## config.mk

```make
export PLATFORM = sky130hd
export DESIGN_NAME = fetch_unit
export DESIGN_NICKNAME = d
export VERILOG_FILES = /design/src/rtl/fetch_unit.sv
export SDC_FILE = /design/constraint.sdc
export NUM_CORES = 1
export LEC_CHECK = 0
export ABC_CLOCK_PERIOD_IN_PS = 8900
export CAP_MARGIN = 20
export CORE_MARGIN = 4
export CORE_UTILIZATION = 48
export CTS_BUF_LIST = sky130_fd_sc_hd__clkbuf_2
export DETAILED_ROUTE_END_ITERATION = 8
export GPL_TIMING_DRIVEN = 0
export PLACE_DENSITY_LB_ADDON = 0.2
export SLEW_MARGIN = 20
export SYNTH_ARGS = -nofsm -noshare
export SYNTH_HDL_FRONTEND = slang
export SYNTH_SLANG_ARGS = --single-unit
```

## constraint.sdc

```tcl
create_clock -name clk -period 8.9 [get_ports clk]
set_input_delay 0.89 -clock clk [delete_from_list [all_inputs] [get_ports clk]]
set_output_delay 0.89 -clock clk [all_outputs]
set_load 0.005 [all_outputs]
```

## src/rtl/fetch_unit.sv

```systemverilog
// fetch_unit: PC generator with a one-line buffer that feeds the IQ one {pc, instr} per cycle. A miss costs one cycle plus cache latency.
// The pc is held while iq_full is high, and a redirect wins in every state. Defining FETCH_PERF_EN adds hit/miss counters.
module fetch_unit #(
  parameter logic [31:0] RESET_PC = 32'haaaaa000,
  parameter int unsigned LINE_W   = 256
) (
  input  logic              clk,
  input  logic              rst,
  output logic [31:0]       ic_addr,
  output logic              ic_read,
  input  logic [LINE_W-1:0] ic_rdata,
  input  logic              ic_resp,
  output logic [63:0]       iq_wdata,
  output logic              iq_enqueue,
  input  logic              iq_full,
  input  logic              redirect_valid,
  input  logic [31:0]       redirect_pc,
  output logic [31:0]       perf_hit_count,
  output logic [31:0]       perf_miss_count
);

  typedef enum logic [1:0] {S_RUN, S_REQ, S_DISCARD} state_t;

  state_t            state_q, state_d;
  logic [31:0]       pc_q, pc_d;
  logic              lb_valid_q, lb_valid_d;
  logic [26:0]       lb_tag_q, lb_tag_d;
  logic [LINE_W-1:0] lb_data_q;
  logic              hit, fill, enq;

  assign hit = lb_valid_q && (lb_tag_q == pc_q[31:5]);

  always_comb begin
    state_d    = state_q;
    pc_d       = pc_q;
    lb_valid_d = lb_valid_q;
    lb_tag_d   = lb_tag_q;
    fill       = 1'b0;
    enq        = 1'b0;
    unique case (state_q)
      S_RUN: begin
        if (redirect_valid) begin
          pc_d = redirect_pc;
        end else if (hit) begin
          if (!iq_full) begin
            enq  = 1'b1;
            pc_d = pc_q + 32'd4;
          end
        end else begin
          state_d = S_REQ;
        end
      end
      S_REQ: begin
        // A response coinciding with a redirect belongs to the old stream and is dropped.
        if (redirect_valid) begin
          pc_d    = redirect_pc;
          state_d = ic_resp ? S_RUN : S_DISCARD;
        end else if (ic_resp) begin
          fill       = 1'b1;
          lb_valid_d = 1'b1;
          lb_tag_d   = pc_q[31:5];
          state_d    = S_RUN;
        end
      end
      S_DISCARD: begin
        if (redirect_valid) begin
          pc_d = redirect_pc;
        end
        // The outstanding response is consumed even if a redirect arrives the same cycle.
        if (ic_resp) begin
          state_d = S_RUN;
        end
      end
      default: state_d = S_RUN;
    endcase
  end

  always_ff @(posedge clk or negedge rst) begin
    if (!rst) begin
      state_q    <= S_RUN;
      pc_q       <= RESET_PC;
      lb_valid_q <= 1'b0;
      lb_tag_q   <= '0;
    end else begin
      state_q    <= state_d;
      pc_q       <= pc_d;
      lb_valid_q <= lb_valid_d;
      lb_tag_q   <= lb_tag_d;
    end
  end

  always_ff @(posedge clk) begin
    if (fill) begin
      lb_data_q <= ic_rdata;
    end
  end

  assign ic_read    = (state_q == S_REQ);
  assign ic_addr    = {pc_q[31:5], 5'b0};
  assign iq_enqueue = enq;
  assign iq_wdata   = {pc_q, lb_data_q[{pc_q[4:2], 5'b0} +: 32]};

`ifdef FETCH_PERF_EN
  logic [31:0] hit_cnt_q, miss_cnt_q;

  always_ff @(posedge clk or negedge rst) begin
    if (!rst) begin
      hit_cnt_q  <= '0;
      miss_cnt_q <= '0;
    end else begin
      if (enq) begin
        hit_cnt_q <= hit_cnt_q + 32'd1;
      end
      if (state_q == S_RUN && state_d == S_REQ) begin
        miss_cnt_q <= miss_cnt_q + 32'd1;
      end
    end
  end

  assign perf_hit_count  = hit_cnt_q;
  assign perf_miss_count = miss_cnt_q;
`else
  assign perf_hit_count  = '0;
  assign perf_miss_count = '0;
`endif

endmodule

```

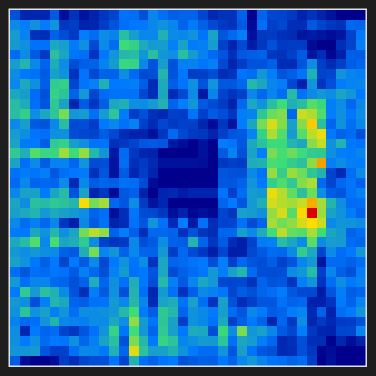
run_1/metal_density.png
(2 px per µm) The die is cut into 36 by 36 equal tiles; dark blue is low, red is high, scaled to the fullest tile. Values are wire area over tile area, all layers added.
fullest tile: 0.78
tiles over half the peak: 6.0%
densest ninth of the die: middle right
nearly empty tiles: 3.5%
mean over tiles: 0.20
emptiest ninth of the die: centre
total global-route track usage: 22.9%
drt total wl: 36,700 µm
routed len/inst: 20.1 µm
Vias: 9,258

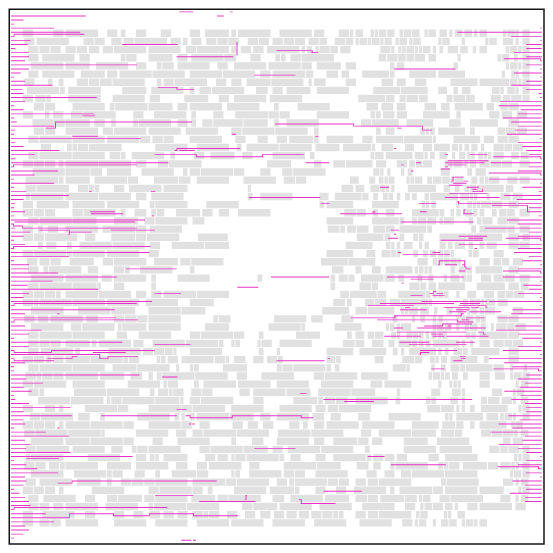
run_1/layer_met3.png
(3 px per µm)
share of all routed wire: 11%
nets with wire on the layer: 325
main direction: horizontal
wire length on this layer: 4,120 µm
longest straight run: 52.2 µm

==> out/metrics.cfg, run 1 <==
[run_status]
status = finished clean

[route]
drtIter0Drc = 713
top_layer_used = met5

[power_and_ir_drop]
finalPower_uw = 5240
p_int_uw = 3550
clock_power_share_pct = 19.1
switching_share_pct = 32.3

[cells_and_area]
drive_gt1_share_pct = 27.2
final-clk-cell-share_pct = 3.97
fin_cells = 1826
n_clock_buffer = 129
largest_reg_flops = 256
sh_seq_area_pct = 48.0
n_all_buffers = 527
lay_top_cells = 383 x clkdlybuf4s50_1, 256 x edfxtp_1, 131 x clkbuf_2
register_area_mm2 = 0.00925
largest_cell_class = registers

[clock_tree]
cts_made_buffers = 83
clockBufferDepth = 3
insertion_delay_ns = 0.84
cts-root-buf = clkbuf_2
cts.reportedPaths.clkPinSlew_ns = 0.09

[worst_setup_path]
crit_chain = buf_1 -> clkbuf_1 -> mux4_2 -> mux2_2 -> clkdlybuf4s50_1
crit_start = pc_q[3]$_DFFE_PN0P_
arrival_ns = 3.72
critical_path_depth = 5
end_kind = output pin
path_buffers = 3

[global_routing]
grt_max_degree = 100
antenna_found_initial = 4

[logic_synthesis]
yosys_area_mm2 = 0.0138
most_common_cell = edfxtp_1
top_cells_by_count = 256 x edfxtp_1, 96 x buf_4, 64 x mux4_2
flop_cell = edfxtp_1
ys_seq_share_pct = 66.9
yosys.area_share.aoi_pct = 4.30

[timing]
period_used_pct = 51.7
hold_viol = 0
maxSlewViolCount = 0
fin_crit_ns = 4.61
rsz0062_at_grt = false

[placed_design]
place.gp.congestion = 0.890

[die]
nWellTaps = 378
ios = 455

[worst_hold_path]
hp-class = in -> async

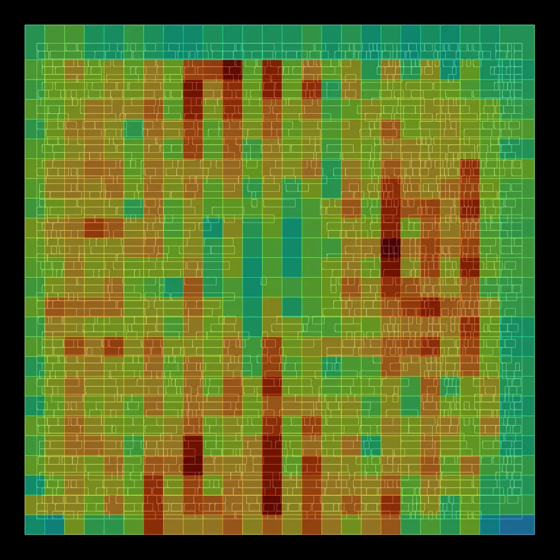
run_1/congestion.png
fin util: 68.7%
Top Usage Layer GRT: met2
grt met1 use: 25.3%
grt met2 use: 40.4%
met3 Use GR: 9.22%

run_1/layer_met2.png
(3 px per µm)
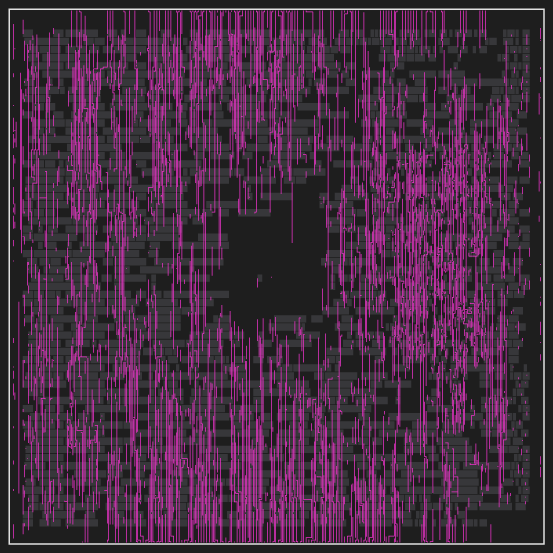

==> inputs of run 2 (changes only) <==
--- a/config.mk
+++ b/config.mk
@@ -5,7 +5,7 @@
 export SDC_FILE = /design/constraint.sdc
 export NUM_CORES = 1
 export LEC_CHECK = 0
-export ABC_CLOCK_PERIOD_IN_PS = 8900
+export ABC_CLOCK_PERIOD_IN_PS = 4760
 export CAP_MARGIN = 20
 export CORE_MARGIN = 4
 export CORE_UTILIZATION = 48
==> constraint.sdc (replaced) <==
create_clock -name clk -period 4.76 [get_ports clk]
set_input_delay 0.476 -clock clk [delete_from_list [all_inputs] [get_ports clk]]
set_output_delay 0.476 -clock clk [all_outputs]
set_load 0.005 [all_outputs]
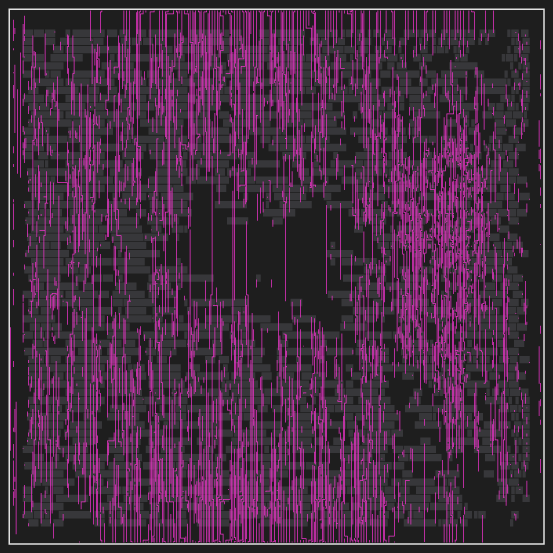
run_2/layer_met2.png
(3 px per µm)
longest straight run: 66.1 µm
share of all routed wire: 52%
wire length on this layer: 19,400 µm
nets with wire on the layer: 1,476
main direction: vertical

==> run 2 against run 1 <==
Against the previous run: wire length grew 2.0%; largest cell class unchanged; synthesized cell count is the same; critical path depth grew 1; clock skew grew 0.0052 ns.
==> out/metrics.cfg, run 2 <==
[logic_synthesis]
yosys_warnings = 0
yosys.area_share.aoi_pct = 4.30  ; unchanged
flop_cell = edfxtp_1
xor_share_pct = 1.71
synth_cells = 838
ys_seq_share_pct = 66.9  ; unchanged
top_cells_by_count = 256 x edfxtp_1, 96 x buf_4, 64 x mux4_2
synth-seq-cells = 318
synth_cell_types = 51
yosys-stat-cells = 838
syn_area_mm2 = 0.0138
yosys_area_mm2 = 0.0138  ; unchanged
most_common_cell = edfxtp_1

[route]
viasPerCell = 5.10
met1Wirelength_um = 12600
drtIter0Drc = 808  ; +13%
routed_wl_um = 37400  ; +2.0%
vias = 9296  ; +0.41%
top_layer_used = met5

[worst_setup_path]
crit_chain = clkbuf_1 -> buf_2 -> buf_2 -> mux4_2 -> mux2_2 -> clkdlybuf4s50_1
r2r_slack_ns = 1.83
arrival_ns = 3.76  ; +0.04 ns
slowest_stage = mux4_2
start_kind = flop
end_kind = output pin
crit_start = pc_q[2]$_DFFE_PN0P_
critical_path_depth = 6  ; +1
path_buffers = 4  ; +1

[power_and_ir_drop]
p_int_uw = 6580  ; +85%
switching_share_pct = 32.4  ; +0.14 points
finalPower_uw = 9740  ; +86%
clock_power_share_pct = 17.9  ; -1.2 points
power_density_mw_per_mm2 = 503

[cells_and_area]
largest-register = lb_data_q
final-clk-cell-share_pct = 3.54  ; -0.43 points
lay_top_cells = 383 x clkdlybuf4s50_1, 256 x edfxtp_1, 117 x clkbuf_2
largest_cell_class = registers
final_core_util_pct = 68.9  ; +0.20 points
drive_gt1_share_pct = 27.1  ; -0.095 points
largest_reg_flops = 256  ; unchanged
sh_seq_area_pct = 47.8  ; -0.14 points
register_area_mm2 = 0.00925  ; unchanged
n_clock_buffer = 114  ; -12%
n_all_buffers = 534  ; +1.3%
fin_cells = 1823  ; -0.16%
top_regs = lb_data_q (256), pc_q (32), lb_tag_q (27)

[timing]
hold_viol = 0  ; unchanged
worst_pin_slew_ns = 0.851
rsz0062_at_grt = false
fin_crit_ns = 4.24
maxSlewViolCount = 0  ; unchanged
fin_hold_ws_ns = 0.186
period_used_pct = 89.0

[clock_tree]
clockBufferDepth = 3  ; unchanged
cts.reportedPaths.clkPinSlew_ns = 0.11  ; +0.02 ns
cts_hold_buffers = 3
insertion_delay_ns = 0.83  ; about the same
cts_made_buffers = 80  ; -3.6%
cts_tree = done
cts-root-buf = clkbuf_2

[placed_design]
place.gp.congestion = 0.889  ; -0.10%

[run_status]
status = finished clean

[die]
nWellTaps = 378  ; unchanged
die_w_um = 178
ios = 455  ; unchanged

[global_routing]
grt_pass1_wl_um = 54400
gr-max-usage-layer = met2
grt_util_met1_pct = 25.1  ; -0.17 points
antenna_found_initial = 8  ; +4
use_met2_pct = 40.4  ; +0.080 points
grt_max_degree = 54  ; -46%

[worst_hold_path]
hp-class = in -> reg

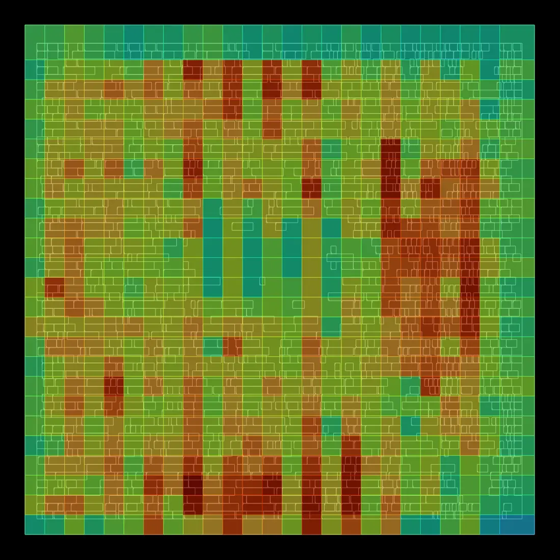
run_2/congestion.png
total global-route track usage: 23.0%
met3 Use GR: 8.88%
routed len/inst: 20.5 µm

